<file path="config.mk">
export PLATFORM = sky130hd
export DESIGN_NAME = cmp_arbiter
export DESIGN_NICKNAME = d
export VERILOG_FILES = /design/src/rtl/cmp_arbiter_pkg.sv /design/src/rtl/cmp_tag_pipe.sv /design/src/rtl/less_than.sv /design/src/rtl/cmp_arbiter.sv
export SDC_FILE = /design/constraint.sdc
export NUM_CORES = 1
export LEC_CHECK = 0
export CORE_MARGIN = 2
export CORE_UTILIZATION = 30
export CTS_CLUSTER_DIAMETER = 30
export DETAILED_ROUTE_END_ITERATION = 10
export MAX_ROUTING_LAYER = met4
export PLACE_DENSITY = 0.64
export SYNTH_ARGS = -nofsm -noshare
export SYNTH_HDL_FRONTEND = slang
export SYNTH_HIERARCHICAL = 1
export SYNTH_SLANG_ARGS = --single-unit
</file>
<file path="constraint.sdc">
create_clock -name clk -period 7.8 [get_ports clk]
set_input_delay 0.78 -clock clk [delete_from_list [all_inputs] [get_ports clk]]
set_output_delay 0.78 -clock clk [all_outputs]
set_load 0.05 [all_outputs]
</file>
<file path="src/rtl/cmp_arbiter_pkg.sv">
// rtl/cmp_arbiter_pkg.sv - shared constants and types for the comparator arbiter
package cmp_arbiter_pkg;

  localparam int DEF_WIDTH   = 14;
  localparam int FP_W        = DEF_WIDTH + 1;
  localparam int DEF_CMP_LAT = 4;

  // Two-bit exception field at the top of every operand
  typedef enum logic [1:0] {
    EXC_ZERO   = 2'b00,
    EXC_NORMAL = 2'b01,
    EXC_INF    = 2'b10,
    EXC_NAN    = 2'b11
  } exc_e;

endpackage

</file>
<file path="src/rtl/cmp_tag_pipe.sv">
// rtl/cmp_tag_pipe.sv - delay line carrying {valid, index} alongside the comparator
module cmp_tag_pipe #(
  parameter int DEPTH = 4,
  parameter int IDX_W = 2
) (
  input  logic             clk,
  input  logic             rst_n,
  input  logic             in_valid,
  input  logic [IDX_W-1:0] in_index,
  output logic             out_valid,
  output logic [IDX_W-1:0] out_index
);

  logic [DEPTH-1:0] vld;
  logic [IDX_W-1:0] idx [DEPTH];

  always_ff @(posedge clk or negedge rst_n) begin
    if (!rst_n) begin
      vld <= '0;
      for (int i = 0; i < DEPTH; i++) idx[i] <= '0;
    end else begin
      vld[0] <= in_valid;
      idx[0] <= in_index;
      for (int i = 1; i < DEPTH; i++) begin
        vld[i] <= vld[i-1];
        idx[i] <= idx[i-1];
      end
    end
  end

  assign out_valid = vld[DEPTH-1];
  assign out_index = idx[DEPTH-1];

endmodule

</file>
<file path="src/rtl/less_than.sv">
// rtl/less_than.sv - pipelined A<B comparator; operand registers load only when en is high
module less_than
  import cmp_arbiter_pkg::*;
#(
  parameter int W   = FP_W,
  parameter int LAT = DEF_CMP_LAT
) (
  input  logic         clk,
  input  logic         rst,
  input  logic         en,
  input  logic [W-1:0] a,
  input  logic [W-1:0] b,
  output logic         less
);

  logic [W-1:0] a_q, b_q;
  logic [LAT-2:0] pipe;
  logic lt;
  exc_e ea, eb;

  assign ea = exc_e'(a_q[W-1:W-2]);
  assign eb = exc_e'(b_q[W-1:W-2]);

  // A normal difference that is negative; magnitudes compare as unsigned {exp, frac}
  always_comb begin
    lt = 1'b0;
    if (ea == EXC_ZERO && eb == EXC_NORMAL)
      lt = ~b_q[W-3];
    else if (ea == EXC_NORMAL && eb == EXC_ZERO)
      lt = a_q[W-3];
    else if (ea == EXC_NORMAL && eb == EXC_NORMAL) begin
      if (a_q[W-3] != b_q[W-3]) lt = a_q[W-3];
      else if (a_q[W-3])        lt = a_q[W-4:0] > b_q[W-4:0];
      else                      lt = a_q[W-4:0] < b_q[W-4:0];
    end
  end

  always_ff @(posedge clk or posedge rst) begin
    if (rst) begin
      a_q  <= '0;
      b_q  <= '0;
      pipe <= '0;
    end else begin
      if (en) begin
        a_q <= a;
        b_q <= b;
      end
      pipe[0] <= lt;
      for (int i = 1; i < LAT - 1; i++) pipe[i] <= pipe[i-1];
    end
  end

  assign less = pipe[LAT-2];

endmodule

</file>
<file path="src/rtl/cmp_arbiter.sv">
// rtl/cmp_arbiter.sv - round-robin sharing of one pipelined less-than comparator among NREQ requesters
module cmp_arbiter
  import cmp_arbiter_pkg::*;
#(
  parameter int WIDTH   = DEF_WIDTH,
  parameter int NREQ    = 4,
  parameter int CMP_LAT = DEF_CMP_LAT
) (
  input  logic                          clk,
  input  logic                          rst,
  input  logic [NREQ-1:0]               req_valid,
  input  logic [NREQ*(WIDTH+1)-1:0]     req_a,
  input  logic [NREQ*(WIDTH+1)-1:0]     req_b,
  output logic [NREQ-1:0]               req_ready,
  output logic [NREQ-1:0]               rsp_valid,
  output logic                          rsp_less,
  output logic [$clog2(CMP_LAT+1)-1:0]  inflight
);

  localparam int OPW   = WIDTH + 1;
  localparam int IDX_W = $clog2(NREQ);
  localparam logic [IDX_W-1:0] LAST_IDX = IDX_W'(NREQ - 1);
  localparam logic [IDX_W:0]   NREQ_W   = (IDX_W + 1)'(NREQ);

  logic [IDX_W-1:0] last_gnt, base, off, gnt_idx, tag_idx;
  logic [2*NREQ-1:0] dbl;
  logic [NREQ-1:0] rot;
  logic [IDX_W:0] sum;
  logic gnt_any, tag_valid, cmp_less, cmp_rst;
  logic [OPW-1:0] a_arr [NREQ];
  logic [OPW-1:0] b_arr [NREQ];

  for (genvar i = 0; i < NREQ; i++) begin : g_unpack
    assign a_arr[i] = req_a[i*OPW +: OPW];
    assign b_arr[i] = req_b[i*OPW +: OPW];
  end

  // Rotate so last_gnt+1 sits at bit 0, pick the lowest set bit, rotate the index back
  assign base = (last_gnt == LAST_IDX) ? '0 : last_gnt + 1'b1;
  assign dbl  = {req_valid, req_valid};

  always_comb begin
    rot     = NREQ'(dbl >> base);
    gnt_any = |rot;
    off     = '0;
    for (int i = NREQ - 1; i >= 0; i--)
      if (rot[i]) off = IDX_W'(i);
    sum       = {1'b0, off} + {1'b0, base};
    gnt_idx   = (sum >= NREQ_W) ? IDX_W'(sum - NREQ_W) : sum[IDX_W-1:0];
    req_ready = (rst && gnt_any) ? (NREQ'(1) << gnt_idx) : '0;
  end

  always_ff @(posedge clk or negedge rst) begin
    if (!rst) begin
      last_gnt <= LAST_IDX;
      inflight <= '0;
    end else begin
      if (gnt_any) last_gnt <= gnt_idx;
      if (gnt_any && !tag_valid)      inflight <= inflight + 1'b1;
      else if (!gnt_any && tag_valid) inflight <= inflight - 1'b1;
    end
  end

  assign cmp_rst = ~rst;

  less_than #(.W(OPW), .LAT(CMP_LAT)) u_cmp (
    .clk  (clk),
    .rst  (cmp_rst),
    .en   (gnt_any),
    .a    (a_arr[gnt_idx]),
    .b    (b_arr[gnt_idx]),
    .less (cmp_less)
  );

  cmp_tag_pipe #(.DEPTH(CMP_LAT), .IDX_W(IDX_W)) u_tag (
    .clk       (clk),
    .rst_n     (rst),
    .in_valid  (gnt_any),
    .in_index  (gnt_idx),
    .out_valid (tag_valid),
    .out_index (tag_idx)
  );

  assign rsp_valid = tag_valid ? (NREQ'(1) << tag_idx) : '0;
  assign rsp_less  = cmp_less & tag_valid;

endmodule

</file>
M3 wires:
Drawn at 3 px/µm.
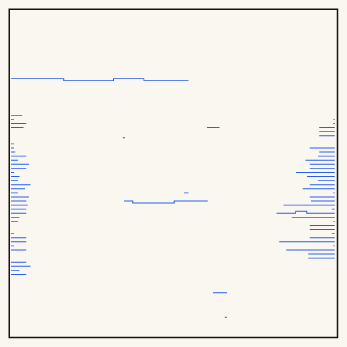
longest straight run = 18.2 µm
nets with wire on the layer = 69
share of all routed wire = 6.0%
wire length on this layer = 463 µm
main direction = horizontal
routed via count: 2641
met3 Use GR: 0.0281
total wire length: 7710 µm

Wiring by layer:
Drawn at 3 px/µm. Only two layers are drawn.
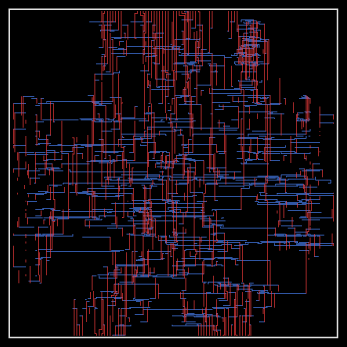
blue -> M1  # wire length 3400 µm
red -> M2  # wire length 3750 µm

Cell outlines without signal wires:
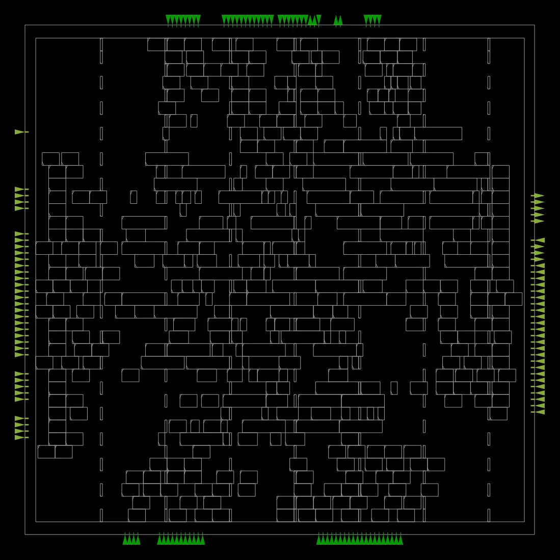
# rows: 38
sequential cell count: 50

Sub-block map:
Drawn at 3 px/µm.
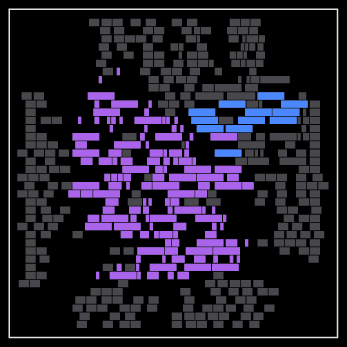
purple -> `u_cmp`  # cells 129
blue -> `u_tag`  # cells 12
not coloured = 292

==> reports/results.txt <==
Maxcap violations: 0
Cell count of the worst hold path: 0
Pin count of the biggest net entering global routing: 65
Pwr Density: 555 mW/mm²
WL/cell: 13.5 µm
Crit-path cells: clkdlybuf4s50_1, inv_1, a311oi_1, a31oi_1, a211o_1, ha_4, xnor2_1, xnor2_4, buf_4, nor3b_1, clkdlybuf4s50_1
Biggest cell delay along the critical path: 0.84 ns
RSZ-0062 raised after global routing: false
Root buf cell: clkbuf_8
Yosys stat area: 0.00330 mm²
VDD IR max: 500 µV
Share of cells above drive strength 1: 0.0855
Hold Vio Cnt, Final: 0
Synth cell types: 40
Most used cell, CP: clkdlybuf4s50_1
Cts-stage hold buffer count: 0
Synth Area per Inst: 10.9 µm²
Min Tclk post-route: 5.39 ns
Critical Path AT: 4.61 ns
DIE HEIGHT: 109 µm
Die extent in x: 109 µm
Yosys top cell by area: dfrtp_1
First-pass iteration count of the detailed router: 4
Synth top cell by count: mux2i_1
Number of fill cells: 1048
Comb. cell area: 0.00189 mm²
Worst slew margin: 0.321
Grt total ovfl: 0
IO Count: 138
Crit share post-route: 0.691
First-pass GRT wire length: 12500 µm
TritonCTS clock tree: done
Critical hold path startpoint: u_tag/vld[2]
Antenna-violating nets left: 0
FP Util: 0.306
Core area: 0.0108 mm²
Crit-path slowest cell: clkdlybuf4s50_1
Top cell area share: 0.364
XOR-XNOR Cells, Area Fraction: 0.0190
Residual DRC count: 0
Tool warnings: 26
Area delta synth->final: 47.7%
Fmax achieved: 186 MHz
Crit Path Category: in -> out
CTS resizes: 0
Family with the most delay on the worst path: buffers and inverters
Clock slew at reported path FFs: 0.10 ns
Tot Pwr: 2.71 mW
Leakage: 2.21 nW
Buf+Inv Stages, Crit Path: 4
Flop area: 0.00125 mm²
Port buffer count: 137
Worst Tran Pin Value: 1.02 ns
Status: completed
Synth Cell Area: 0.00330 mm²
Cells after synthesis: 303
FF-to-FF Start: last_gnt[0]
Worst setup SP type: primary input
Top area cell types: dfrtp_1 36%, mux2i_1 28%, mux2_2 6.8%
Buffers from clock root to sink, at most: 2
Hpwl dp: 6070 µm
Flops & latches, synth: 50
And+or+nand+nor area frac: 0.0792
CTS Sinks: 50
Worst skew pair latency: 0.31 ns
DR iter-0 viols: 98
Postcts setup bufs: 0
Layout Nets: 574
Vias per cell: 4.61
Top cells by count: 92 x mux2i_1, 48 x dfrtp_1, 20 x mux2_2
Dominant comb cell: multiplexers
Antenna violations before repair: 0
Synthesized net count: 445
R2R Path End: u_cmp/b_q[5]
Critical path data required time: 7.02 ns
CTS H-tree depth: 2
Synth async-reset ratio: 1.00
Tightest Hold Check Type: reg -> reg
# Cells Yosys: 303
CP Capture Type: output pin
==> how the worst max path moves through the flow <==
stage,start,endpoint
after global placement,req_valid[0],req_ready[2]
after CTS,req_valid[0],req_ready[2]
after global routing,req_valid[0],req_ready[2]
after detailed placement,req_valid[0],req_ready[2]
final,req_valid[0],req_ready[2]
after floorplan,req_valid[2],req_ready[2]
==> stage by stage <==
step	hold WS (ns)	area (µm²)	util	std cells	worst slack (ns)
after CTS	0.359	4870	0.452	573	2.34
final	0.356	4870	0.452	573	2.41
after detailed placement	0.335	4780	0.443	565	2.34
after floorplan	0.331	3300	-	303	3.62
after global routing	0.365	4870	0.452	573	2.17
after global placement	0.332	4780	0.443	565	2.50
==> routing by layer <==
layer	wire [µm]	track usage	vias to the layer above	share of wire
li1	-	-	1338	-
met1	3400	0.176	1222	0.44
met2	3750	0.220	73	0.49
met3	463	0.0281	8	0.060
met4	91	0.0375	0	0.012
met5	0	-	-	0
==> power breakdown <==
| group | switching [mW] | leakage [nW] | internal, mW | total (mW) |
|---|---|---|---|---|
| registers | 0.0698 | 0.577 | 0.411 | 0.481 |
| logic | 1.05 | 1.58 | 1.02 | 2.07 |
| clock network | 0.0902 | 0.0491 | 0.0660 | 0.156 |
| total | 1.21 | 2.21 | 1.50 | 2.71 |
==> flip-flops by register name (all words and copies together), names as in the netlist <==
signal	cells
inflight	3
last_gnt	2
u_cmp/a_q	15
u_cmp/b_q	15
u_cmp/pipe	3
u_tag/idx	6
u_tag/out_index	2
u_tag/vld	4
==> cells in the final DEF, fill, tap and decap left out, types with 4 or more instances in the layout <==
cell / count
ha_1: 14
dfrtp_1: 48
o21ai_0: 14
nand2_1: 18
nor2_1: 12
clkbuf_8: 5
mux2_2: 20
inv_1: 19
nand4_1: 4
nor3_1: 4
mux2i_1: 92
clkdlybuf4s50_1: 137
==> cell type report <==
| cell class | count | share of cell area |
|---|---|---|
| Multi-Input combinational cell | 216 | 0.387 |
| Timing Repair Buffer | 140 | 0.286 |
| Sequential cell | 50 | 0.257 |
| Tap cell | 140 | 0.0359 |
| Inverter | 19 | 0.0146 |
| Clock buffer | 5 | 0.0141 |
| Clock inverter | 3 | 0.00539 |
==> cells by family (layout without fill, tap and decap cells) <==
kind of cell | Yosys count | in the layout
multiplexers | 112 | 112
adder cells (fa/ha/maj) | 16 | 16
buffers and inverters | 37 | 167
XOR/XNOR | 5 | 5
AND-OR/OR-AND | 29 | 29
AND/OR/NAND/NOR | 54 | 54
flip-flops | 50 | 50
Power figures rest on the tool's default switching activity, not on a simulated workload.
